===== src/rtl/axis_fifo_buffer.sv =====
// AXI-Stream slave input into a small first-word-fall-through FIFO with a strobe-based read port.
// Optional occupancy output o_fifo_count when AXIS_FIFO_COUNT_EN is defined.
module axis_fifo_buffer #(
  parameter int AXIS_DATA_WIDTH = 32,
  parameter int DEPTH           = 4
) (
  input  logic                       clk,
  input  logic                       rst,
  input  logic                       i_clear,
  input  logic                       i_axis_tvalid,
  output logic                       o_axis_tready,
  input  logic                       i_axis_tlast,
  input  logic [AXIS_DATA_WIDTH-1:0] i_axis_tdata,
  input  logic                       i_fifo_r_stb,
  output logic [AXIS_DATA_WIDTH-1:0] o_fifo_r_data,
  output logic                       o_fifo_r_last,
  output logic                       o_fifo_empty,
  output logic                       o_fifo_not_empty,
  output logic                       o_fifo_full,
`ifdef AXIS_FIFO_COUNT_EN
  output logic                       o_fifo_not_full,
  output logic [$clog2(DEPTH):0]     o_fifo_count
`else
  output logic                       o_fifo_not_full
`endif
);

  localparam int AW = $clog2(DEPTH);
  localparam logic [AW:0] PTR_ONE = 1;

  // Pointers carry one extra wrap bit so full and empty are distinguishable.
  logic [AW:0]              wptr;
  logic [AW:0]              rptr;
  logic [AXIS_DATA_WIDTH:0] mem [DEPTH];
  logic                     push;
  logic                     pop;

  assign o_fifo_empty     = (wptr == rptr);
  assign o_fifo_not_empty = ~o_fifo_empty;
  assign o_fifo_full      = (wptr[AW-1:0] == rptr[AW-1:0]) && (wptr[AW] != rptr[AW]);
  assign o_fifo_not_full  = ~o_fifo_full;

  // Handshake: a beat transfers on a rising edge where i_axis_tvalid && o_axis_tready;
  // tready never depends on tvalid and is held low while rst is asserted.
  assign o_axis_tready = o_fifo_not_full & rst;

  // Clear wins over any same-cycle write or pop.
  assign push = i_axis_tvalid & o_axis_tready & ~i_clear;
  assign pop  = i_fifo_r_stb & o_fifo_not_empty & ~i_clear;

  always_ff @(posedge clk or negedge rst) begin
    if (!rst) begin
      wptr <= '0;
      rptr <= '0;
    end else if (i_clear) begin
      wptr <= '0;
      rptr <= '0;
    end else begin
      if (push) wptr <= wptr + PTR_ONE;
      if (pop)  rptr <= rptr + PTR_ONE;
    end
  end

  // Storage is intentionally not reset; only the pointers define validity.
  always_ff @(posedge clk) begin
    if (push) mem[wptr[AW-1:0]] <= {i_axis_tlast, i_axis_tdata};
  end

  assign {o_fifo_r_last, o_fifo_r_data} = mem[rptr[AW-1:0]];

`ifdef AXIS_FIFO_COUNT_EN
  assign o_fifo_count = wptr - rptr;
`endif

endmodule


===== config.mk =====
export PLATFORM = sky130hd
export DESIGN_NAME = axis_fifo_buffer
export DESIGN_NICKNAME = d
export VERILOG_FILES = /design/src/rtl/axis_fifo_buffer.sv
export SDC_FILE = /design/constraint.sdc
export NUM_CORES = 1
export LEC_CHECK = 0
export CAP_MARGIN = 20
export CORE_UTILIZATION = 50
export DETAILED_ROUTE_END_ITERATION = 8
export GPL_ROUTABILITY_DRIVEN = 0
export PLACE_DENSITY = 0.74
export SYNTH_ARGS = -nofsm -noshare
export SYNTH_HDL_FRONTEND = slang
export SYNTH_SLANG_ARGS = --single-unit

===== constraint.sdc =====
create_clock -name clk -period 5 [get_ports clk]
set_input_delay 1.25 -clock clk [delete_from_list [all_inputs] [get_ports clk]]
set_output_delay 1.25 -clock clk [all_outputs]
set_load 0.02 [all_outputs]

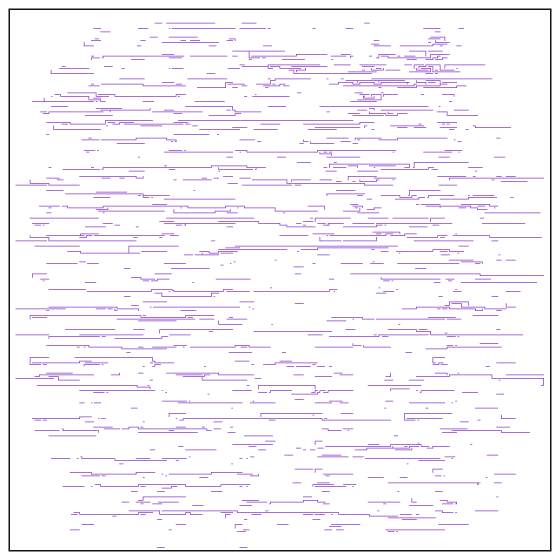
Figure 1: signal wires on met1.
nets with wire on the layer = 325
wire length on this layer = 3830 um
share of all routed wire = 44%
main direction = horizontal
longest straight run = 34.0 um
routing usage on met1: 0.221
vias: 2479
DRT Wirelength: 8.67 mm

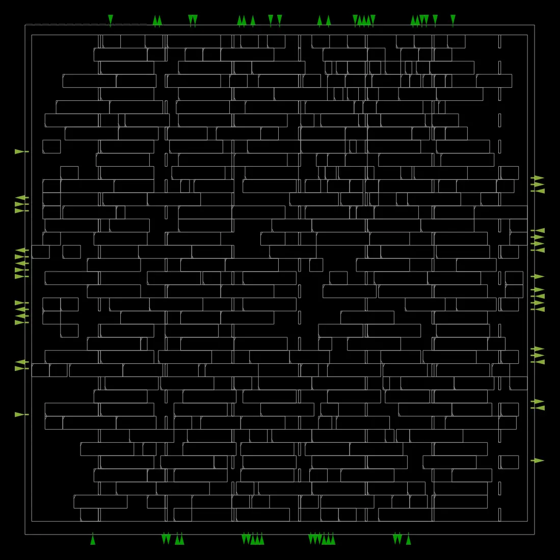
Figure 2: cell outlines without signal wires.
Core Box Area: 0.0103 mm2
FFs & Latches: 138
Non-Filler Instances: 466
flop share of the area: 0.608

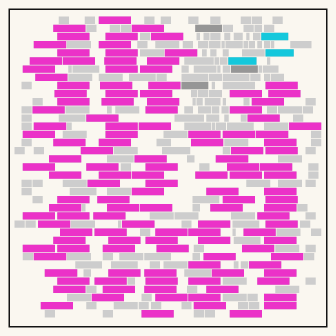
Figure 3: sequential cells colored by netlist name.
Other sequential cells in the stronger gray, the rest of the logic in the fainter gray.
rptr -> cyan  # placed flops 3
mem -> magenta  # placed flops 132, where spread over the die
not colored = 3
Util after Layout: 0.656
Sequential cell area: 0.00412 mm2
sequential cell power: 1.31 mW

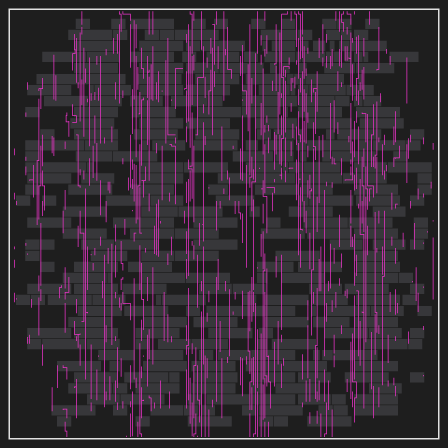
Figure 4: signal wires on met2.
longest straight run = 46.9 um
nets with wire on the layer = 332
share of all routed wire = 51%
M2 GR Usage: 0.288

==> out/qor.yml <==
status: "completed"
maxCapViolCount: 0
dp_cells: 433
r2r_slack_ns: 2.47
syn-num-nets: 272
cts_made_buffers: 17
crit_path_end_kind: "output port"
port-buffer-count: 75
dpl_cell_area_mm2: 0.00623
antennaDiodeCount: 0
die-area_mm2: 0.0111
fin_tns_setup_ns: 0
aoi_share: 0.0126
endpoint: "o_axis_tready"
viasPerCell: 5.32
p_switching_mw: 0.658
area_share_nonclk_buffers: 0.116
total_power_mw: 2.83
power_leader: "registers"
cp.depth: 3
clkPwrFrac: 0.385
crit_slowest_cell: "clkdlybuf4s50_1"
route.met3.wl_um: 340
timing.rr.end: "mem[2][15]"
arrival_ns: 2.74
layout_top_cell: "edfxtp_1"
fin_area_mm2: 0.00677
logic_family: "multiplexers"
path_clk_slew_ns: 0.06
simple_gate_share: 0.0243
path_common_cell: "clkdlybuf4s50_1"
worstMarginPinSlew_ns: 0.930
fin_hold_ws_ns: 0.693
cts_sinks: 138
hp-start: "wptr[1]"
post_drt_wl_per_cell_um: 18.6
global_route.overflow_total: 0
powerComb_mw: 0.431
Power is estimated from default activity; no workload was simulated.
